Fig. 1: run 1, routed metal, one colour a layer
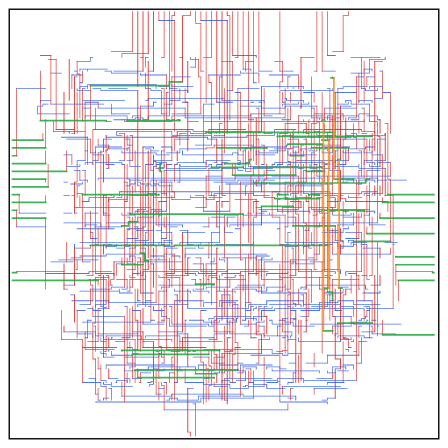
Fig. 2: run 1, cell outlines without signal wires
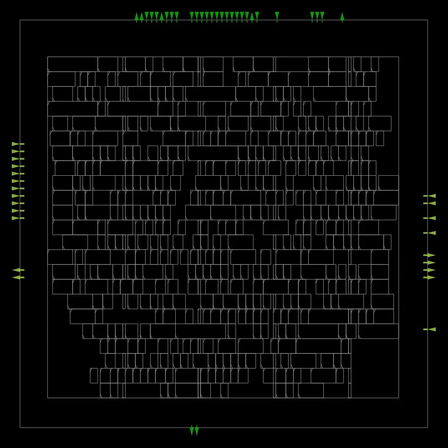
Fig. 3: run 1, zoomed window
Window x 17 to 57, y 2 to 42 um. Cells in grey, sequential cells in the stronger grey; small squares are vias.
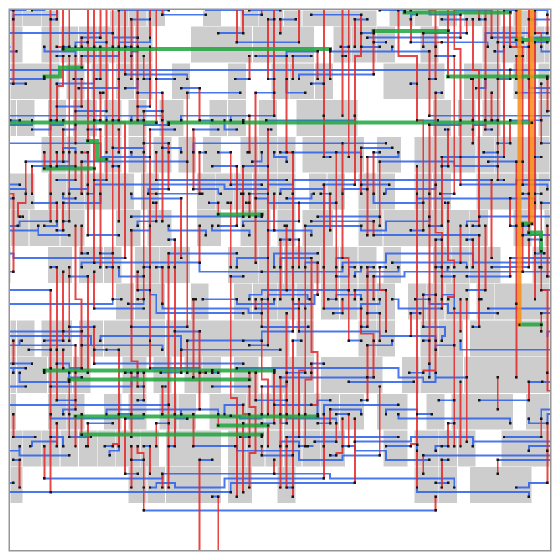
Fig. 4: run 1, the metal 3 layer
The bar under the picture is 20 um long.
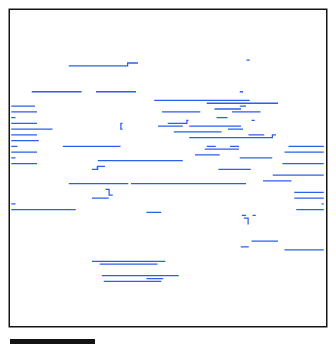
File: src/rtl/rat_pkg.sv
// Shared definitions for the ALU/flag stage and its neighbours.
package rat_pkg;

  // Datapath width, shared with the register file.
  localparam int WIDTH = 8;

  // Width of the ALU operation select.
  localparam int SEL_W = 4;

  // Operand B select values.
  localparam logic OPY_REG = 1'b0;
  localparam logic OPY_IMM = 1'b1;

  typedef enum logic [3:0] {
    OP_ADD  = 4'd0,
    OP_ADDC = 4'd1,
    OP_SUB  = 4'd2,
    OP_SUBC = 4'd3,
    OP_CMP  = 4'd4,
    OP_AND  = 4'd5,
    OP_OR   = 4'd6,
    OP_EXOR = 4'd7,
    OP_TEST = 4'd8,
    OP_LSL  = 4'd9,
    OP_LSR  = 4'd10,
    OP_ROL  = 4'd11,
    OP_ROR  = 4'd12,
    OP_ASR  = 4'd13,
    OP_MOV  = 4'd14,
    OP_RSVD = 4'd15
  } alu_op_t;

endpackage

File: src/rtl/rat_alu.sv
// Purely combinational ALU: operands, carry-in and opcode to result/carry/zero.
module rat_alu
  import rat_pkg::*;
#(
  parameter int W = WIDTH
) (
  input  logic [W-1:0] a_i,
  input  logic [W-1:0] b_i,
  input  logic         cin_i,
  input  alu_op_t      op_i,
  output logic [W-1:0] result_o,
  output logic         c_o,
  output logic         z_o
);

  logic         arith_cin;
  logic [W:0]   add_w;
  logic [W:0]   sub_w;

  // Carry-in only participates in the with-carry arithmetic forms.
  assign arith_cin = cin_i & ((op_i == OP_ADDC) || (op_i == OP_SUBC));

  // One-bit-wider add/subtract; the top bit is carry out or borrow.
  always_comb begin
    add_w = {1'b0, a_i} + {1'b0, b_i} + {{W{1'b0}}, arith_cin};
    sub_w = {1'b0, a_i} - {1'b0, b_i} - {{W{1'b0}}, arith_cin};
  end

  // Opcode decode selecting result and carry.
  always_comb begin
    result_o = '0;
    c_o      = 1'b0;
    case (op_i)
      OP_ADD, OP_ADDC: begin
        result_o = add_w[W-1:0];
        c_o      = add_w[W];
      end
      OP_SUB, OP_SUBC, OP_CMP: begin
        result_o = sub_w[W-1:0];
        c_o      = sub_w[W];
      end
      OP_AND, OP_TEST: result_o = a_i & b_i;
      OP_OR:           result_o = a_i | b_i;
      OP_EXOR:         result_o = a_i ^ b_i;
      OP_LSL: begin
        result_o = {a_i[W-2:0], cin_i};
        c_o      = a_i[W-1];
      end
      OP_LSR: begin
        result_o = {cin_i, a_i[W-1:1]};
        c_o      = a_i[0];
      end
      OP_ROL: begin
        result_o = {a_i[W-2:0], a_i[W-1]};
        c_o      = a_i[W-1];
      end
      OP_ROR: begin
        result_o = {a_i[0], a_i[W-1:1]};
        c_o      = a_i[0];
      end
      OP_ASR: begin
        result_o = {a_i[W-1], a_i[W-1:1]};
        c_o      = a_i[0];
      end
      OP_MOV: begin
        result_o = b_i;
        c_o      = cin_i;
      end
      default: begin
        result_o = '0;
        c_o      = 1'b0;
      end
    endcase
  end

  assign z_o = (result_o == '0);

endmodule

File: src/rtl/alu_flags.sv
// ALU stage with architectural C/Z/I flags and the interrupt shadow C/Z pair.
module alu_flags
  import rat_pkg::*;
#(
  parameter int WIDTH = rat_pkg::WIDTH,
  parameter int SEL_W = rat_pkg::SEL_W
) (
  input  logic             CLK,
  input  logic             RST_N,
  input  logic [WIDTH-1:0] A,
  input  logic [WIDTH-1:0] DY,
  input  logic [WIDTH-1:0] IMMED,
  input  logic             OPY_SEL,
  input  logic [SEL_W-1:0] ALU_SEL,
  input  logic             C_SET,
  input  logic             C_CLR,
  input  logic             C_LD,
  input  logic             Z_LD,
  input  logic             FLG_SHAD_LD,
  input  logic             FLG_LD_SEL,
  input  logic             I_SET,
  input  logic             I_CLR,
  output logic [WIDTH-1:0] RESULT,
  output logic             ALU_C,
  output logic             ALU_Z,
  output logic             C_FLAG,
  output logic             Z_FLAG,
  output logic             I_FLAG
);

  logic [WIDTH-1:0] opy;
  logic             c_q, c_d;
  logic             z_q, z_d;
  logic             i_q, i_d;
  logic             shad_c_q, shad_c_d;
  logic             shad_z_q, shad_z_d;
  logic             restore;

  // Operand B: register operand or instruction immediate.
  assign opy = (OPY_SEL == OPY_IMM) ? IMMED : DY;

  // Carry-in is always the registered C flag, so no path exists from ALU_C back into the ALU.
  rat_alu #(.W(WIDTH)) u_alu (
    .a_i      (A),
    .b_i      (opy),
    .cin_i    (c_q),
    .op_i     (alu_op_t'(ALU_SEL[3:0])),
    .result_o (RESULT),
    .c_o      (ALU_C),
    .z_o      (ALU_Z)
  );

  // A restore is any flag load sourced from the shadow pair.
  assign restore = FLG_LD_SEL & (C_LD | Z_LD);

  // Next-state for live flags, shadow pair and interrupt enable.
  always_comb begin
    c_d      = c_q;
    z_d      = z_q;
    i_d      = i_q;
    shad_c_d = shad_c_q;
    shad_z_d = shad_z_q;

    if (C_CLR)      c_d = 1'b0;
    else if (C_SET) c_d = 1'b1;
    else if (C_LD)  c_d = FLG_LD_SEL ? shad_c_q : ALU_C;

    if (Z_LD)       z_d = FLG_LD_SEL ? shad_z_q : ALU_Z;

    // Shadow captures pre-update flags, except when it is being restored from.
    if (FLG_SHAD_LD && !restore) begin
      shad_c_d = c_q;
      shad_z_d = z_q;
    end

    if (I_CLR)      i_d = 1'b0;
    else if (I_SET) i_d = 1'b1;
  end

  // Flag state registers, cleared asynchronously.
  always_ff @(posedge CLK or negedge RST_N) begin
    if (!RST_N) begin
      c_q      <= 1'b0;
      z_q      <= 1'b0;
      i_q      <= 1'b0;
      shad_c_q <= 1'b0;
      shad_z_q <= 1'b0;
    end else begin
      c_q      <= c_d;
      z_q      <= z_d;
      i_q      <= i_d;
      shad_c_q <= shad_c_d;
      shad_z_q <= shad_z_d;
    end
  end

  assign C_FLAG = c_q;
  assign Z_FLAG = z_q;
  assign I_FLAG = i_q;

endmodule

File: config.mk
export PLATFORM = sky130hd
export DESIGN_NAME = alu_flags
export DESIGN_NICKNAME = d
export VERILOG_FILES = /design/src/rtl/rat_pkg.sv /design/src/rtl/rat_alu.sv /design/src/rtl/alu_flags.sv
export SDC_FILE = /design/constraint.sdc
export NUM_CORES = 1
export LEC_CHECK = 0
export ABC_AREA = 1
export CORE_MARGIN = 5
export CORE_UTILIZATION = 52
export CTS_CLUSTER_DIAMETER = 30
export DETAILED_ROUTE_END_ITERATION = 7
export GPL_ROUTABILITY_DRIVEN = 0
export GPL_TIMING_DRIVEN = 0
export PLACE_DENSITY = 0.84
export SYNTH_ARGS = -nofsm -noshare
export SYNTH_HDL_FRONTEND = slang
export SYNTH_SLANG_ARGS = --single-unit
File: constraint.sdc
create_clock -name CLK -period 7.35 [get_ports CLK]
set_clock_uncertainty 0.1 [all_clocks]
set_input_delay 2.205 -clock CLK [delete_from_list [all_inputs] [get_ports CLK]]
set_output_delay 2.205 -clock CLK [all_outputs]
set_load 0.05 [all_outputs]
==> results_slide.txt, run 1 <==
Key Metrics from the Run

Power
  – Total Power: 0.335 mW
  – PwrDens: 118 nW/um2
  – Pleak: 1.58 nW

Final timing
  – Slew headroom: 0.667
  – Min Hold Slack: 0.386 ns
  – Final worst path period share: 0.978
  – Worst Tran Pin Value: 0.497 ns
  – Max Fclk: 139 MHz

Hold path
  – Hold path startpoint: shad_c_q$_DFFE_PN0P_

Clock network
  – Sink Count: 5
  – H-tree levels: 1
  – Num CTS Buffers: 3
  – Root Buffer Master: clkbuf_8
  – CTS tree: built
  – Clock Path Buffers: 2
  – Clock slew at reported path FFs: 0.03 ns

Critical path
  – Req. time, crit path: 5.05 ns
  – Critical-path maximum fanout: 4
  – Buffer and inverter count on the worst path: 5
  – Cell breakdown of the critical path: dlygate4sd2_1, inv_2, nand2_2, nor3_4, inv_1, fa_1, fa_2, xnor2_1, nand2_1, nand3_1, nor2_1, nand3_1, nor2_2, nand3_2, clkinvlp_4, buf_6
  – Slowest stage delay, CP: 0.42 ns
  – Most used cell, CP: nand3_1
  – Kind of critical path: primary input to primary output

Route
  – Routed met1 length: 2840 um
  – DRC: 0
  – Metal2 WL: 3180 um
  – Starting DRC count in detailed routing: 276

Logic synthesis
  – # Cells Yosys: 415
  – Synthesized area per cell: 5.26 um2
  – Yosys Chip Area: 2180 um2
  – Synthesized registers: 5

Cells and area
  – Inverters excl. clock: 73
  – Share of layout cells above drive strength 1: 0.0897
  – Count of multi-input combinational gates: 334
  – Area delta synth->final: 30.7%
  – Biggest Area Class: multi-input combinational cells
  – Non-clock buffer area fraction after layout: 0.183

Global routing
  – Vias in the first global route: 2609
  – First-pass GRT wire length: 11300 um
  – Largest net degree at the start of global routing: 11

Floorplan
  – Core box area: 4030 um2
  – Core utilization at floorplan: 0.541
  – Tapcells: 50

Placement
  – Setup WS pre-CTS: -1.07 ns
  – Count of input and output buffers: 49
  – Dpl cells: 514

Status
  – Status: complete, no violations
Notes on Fig. 1 above:
- orange: met4 (wire length 103 um)
- red: met2 (wire length 3180 um)
- green: met3 (wire length 501 um)
- blue: met1 (wire length 2840 um)

Notes on Fig. 2 above:
flop count: 5
Layout Cells excl Fill: 518
FP Rows: 23

Notes on Fig. 3 above:
- green: met3
- orange: met4
- red: met2
- blue: met1
- most frequent: nand2_1 (71), inv_1 (36), nand3_1 (24)
- cells with their middle in the window: 192
- sequential cells in the window: 0

Notes on Fig. 4 above:
- wire length on this layer: 501 um
- share of all routed wire: 7.6%
- main direction: horizontal
- longest straight run: 26.9 um
- nets with wire on the layer: 56
met3 Track Usage GR: 0.0374
Vias: 2687
Detailed Route WL: 6620 um

==> run 1: report_power, final <==
group          internal, mW  switching [mW]  leakage (nW)
Sequential           0.0312         0.00226        0.0632
Clock                0.0372          0.0130        0.0228
Combinational        0.0915           0.160          1.49
==> run 1: routing by layer <==
layer | vias up | track usage
met4 | 0 | 0.0652
met3 | 10 | 0.0374
met1 | 1175 | 0.347
met5 | - | 0
li1 | 1390 | -
met2 | 112 | 0.422
==> run 1: kinds of logic (layout without fill, tap and decap cells) <==
logic type,after synthesis,in the layout,share of synthesized area
adder cells (fa/ha/maj),34,34,0.209
buffers and inverters,76,129,0.137
XOR/XNOR,1,1,0.00402
multiplexers,1,1,0.00516
AND/OR/NAND/NOR,264,264,0.502
AND-OR/OR-AND,34,34,0.0861
flip-flops,5,5,0.0574
==> run 1: Yosys cell counts <==
master	n	area share
a211oi_1	1	0.0034
a21o_1	1	0.0034
a21oi_1	8	0.018
buf_2	1	0.0023
buf_4	1	0.0034
buf_6	1	0.0052
dfrtp_1	5	0.057
fa_1	4	0.037
ha_1	30	0.17
inv_1	70	0.12
inv_2	3	0.0052
mux2_2	1	0.0052
nand2_1	165	0.28
nand2_2	2	0.0057
nand3_1	40	0.092
nand3b_1	2	0.0069
nand4_1	6	0.017
nor2_1	42	0.072
nor2_2	3	0.0086
nor2_4	2	0.010
nor3_1	1	0.0023
o211ai_1	1	0.0034
o21a_1	1	0.0034
o21ai_0	17	0.039
o21ai_1	2	0.0046
o21ai_2	1	0.0040
o21bai_1	1	0.0034
o22ai_1	1	0.0029
or2_2	1	0.0029
xnor2_1	1	0.0040
==> run 1: sequential cells by signal, indices dropped and copies added (netlist names) <==
name,flops
shad_c_q,1
I_FLAG,1
Z_FLAG,1
shad_z_q,1
C_FLAG,1
Fig. 5: run 1, clock distribution
The bar under the picture is 20 um long.
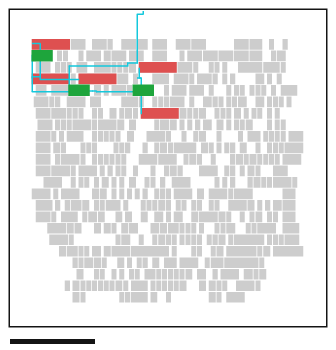

==> run 1 -> run 2 <==
--- a/config.mk
+++ b/config.mk
@@ -13,6 +13,7 @@
 export GPL_ROUTABILITY_DRIVEN = 0
 export GPL_TIMING_DRIVEN = 0
 export PLACE_DENSITY = 0.84
+export SKIP_CTS_REPAIR_TIMING = 1
 export SYNTH_ARGS = -nofsm -noshare
 export SYNTH_HDL_FRONTEND = slang
 export SYNTH_SLANG_ARGS = --single-unit
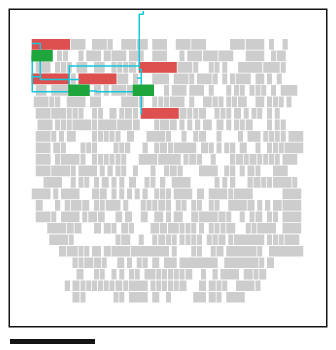
Fig. 6. Clock distribution (run 2).
The bar under the picture is 20 um long.
- cyan: clock wires (length 108 um)
- green: cells driving clock nets (count 3)
- red: flip-flops (count 5)
- routed clock nets: 4

==> results_slide.txt, run 2 <==
Key Metrics from the Run

Final timing
  – Final setup TNS: 0 ns
  – Final worst path period share: 0.985
  – Worst Tran Pin Value: 0.508 ns
  – Max Fclk: 138 MHz
  – Slew headroom: 0.661
  – Min Hold Slack: 0.387 ns

Logic synthesis
  – Synthesized area per cell: 5.26 um2
  – Top cells by area: nand2_1 (28%), ha_1 (17%), inv_1 (12%), nand3_1 (9.2%), nor2_1 (7.2%)
  – Commonest flop: dfrtp_1
  – Yosys xor share: 0.00402
  – Largest logic family: simple AND/OR/NAND/NOR gates
  – Yosys Chip Area: 2180 um2
  – Synth top cells by count: nand2_1 (165), inv_1 (70), nor2_1 (42)
  – And+or+nand+nor area frac: 0.502
  – Post-Synth Adder-Cell Area: 0.209
  – Post-Syn Nets: 488
  – Number of enable flip-flop cells: 0
  – Synthesized registers: 5
  – Mux contribution to synthesized area: 0.00516
  – # Cells Yosys: 415
  – Top area contributor share: 0.284
  – Post-synthesis cell type with the largest instance count: nand2_1
  – Asr flop ratio synth: 1.00
  – AND-OR/OR-AND Cells, Area Fraction: 0.0861

Route
  – Vias: 2705
  – Detailed Route WL: 6730 um
  – Starting DRC count in detailed routing: 270
  – First-pass detailed-route iteration total: 5
  – DRC: 0

Critical path
  – Critical-path maximum fanout: 4
  – Buffer and inverter count on the worst path: 4
  – Req. time, crit path: 5.05 ns
  – Cell breakdown of the critical path: dlymetal6s2s_1, inv_2, nand2_2, nor3_4, fa_1, ha_1, or2_2, nand3_1, nand3_1, nor2_2, nand2_1, nor2_2, nand3_2, clkinvlp_4, buf_4
  – Slowest stage delay, CP: 0.49 ns
  – Kind of critical path: primary input to primary output

Global routing
  – Largest net degree at the start of global routing: 11
  – First-pass GRT wire length: 11200 um

Floorplan
  – FP Rows: 23
  – Core box area: 4030 um2

Power
  – PwrDens: 118 nW/um2

Clock network
  – Sink Count: 5
  – Num CTS Buffers: 3
  – H-tree levels: 1
  – Root Buffer Master: clkbuf_8
  – Clock slew at reported path FFs: 0.03 ns
  – Clock Path Buffers: 2
  – CTS tree: built

Job
  – Count of tool warnings: 42

Cells and area
  – Area delta synth->final: 31.8%

Status
  – Status: complete, no violations
[run 2: cell counts after synthesis]
No cell type changed its count.
[run 2: report_power, final]
group	internal (mW)	leakage [nW]	switching (mW)
clock	0.0372	0.0228	0.0128
combinational	0.0950	1.57	0.161
sequential	0.0312	0.0632	0.00225
total	0.163	1.66	0.176
[run 2: final cells by class]
cell class              instances  area, um2  area share
inverters                      73        278      0.0966
clock buffers                   4       45.0      0.0157
repair buffers                 49        509       0.177
multi-input cells             334       1830       0.637
well taps                      50       62.6      0.0218
flip-flops and latches          5        125      0.0435
plain buffers                   3       23.8     0.00827
[run 2: metal layers]
metal	up-vias	track usage	routed length, um
met5	-	0	0
met4	0	0.0514	66
met3	7	0.0334	464
met2	101	0.422	3250
met1	1204	0.345	2950
li1	1393	-	-
[run 2: per-stage QoR]
step,cell area [um2],cells,setup slack (ns),power (mW)
floorplan,2180,415,0.00260,0.200
global placement,2740,514,-1.04,0.273
detailed placement,2740,514,-1.07,0.278
CTS,2780,518,-1.09,0.330
global route,2870,518,-0.0647,0.373
finish,2870,518,0.112,0.339
[run 2: path summary, 6_finish.rpt]
kind	from	endpoint	slack [ns]	cells after the start
setup reg to reg	C_FLAG$_DFFE_PN0P_	Z_FLAG$_DFFE_PN0P_	4.37	14
hold / removal	shad_c_q$_DFFE_PN0P_	shad_c_q$_DFFE_PN0P_	0.39	2
setup / recovery	ALU_SEL[2]	ALU_Z	0.11	15
min in group asynchronous	RST_N	shad_c_q$_DFFE_PN0P_	2.12	1
hold reg to reg	shad_c_q$_DFFE_PN0P_	shad_c_q$_DFFE_PN0P_	0.39	2
max in group asynchronous	RST_N	I_FLAG$_DFFE_PN0P_	4.82	1
Power is estimated from default activity; no workload was simulated.
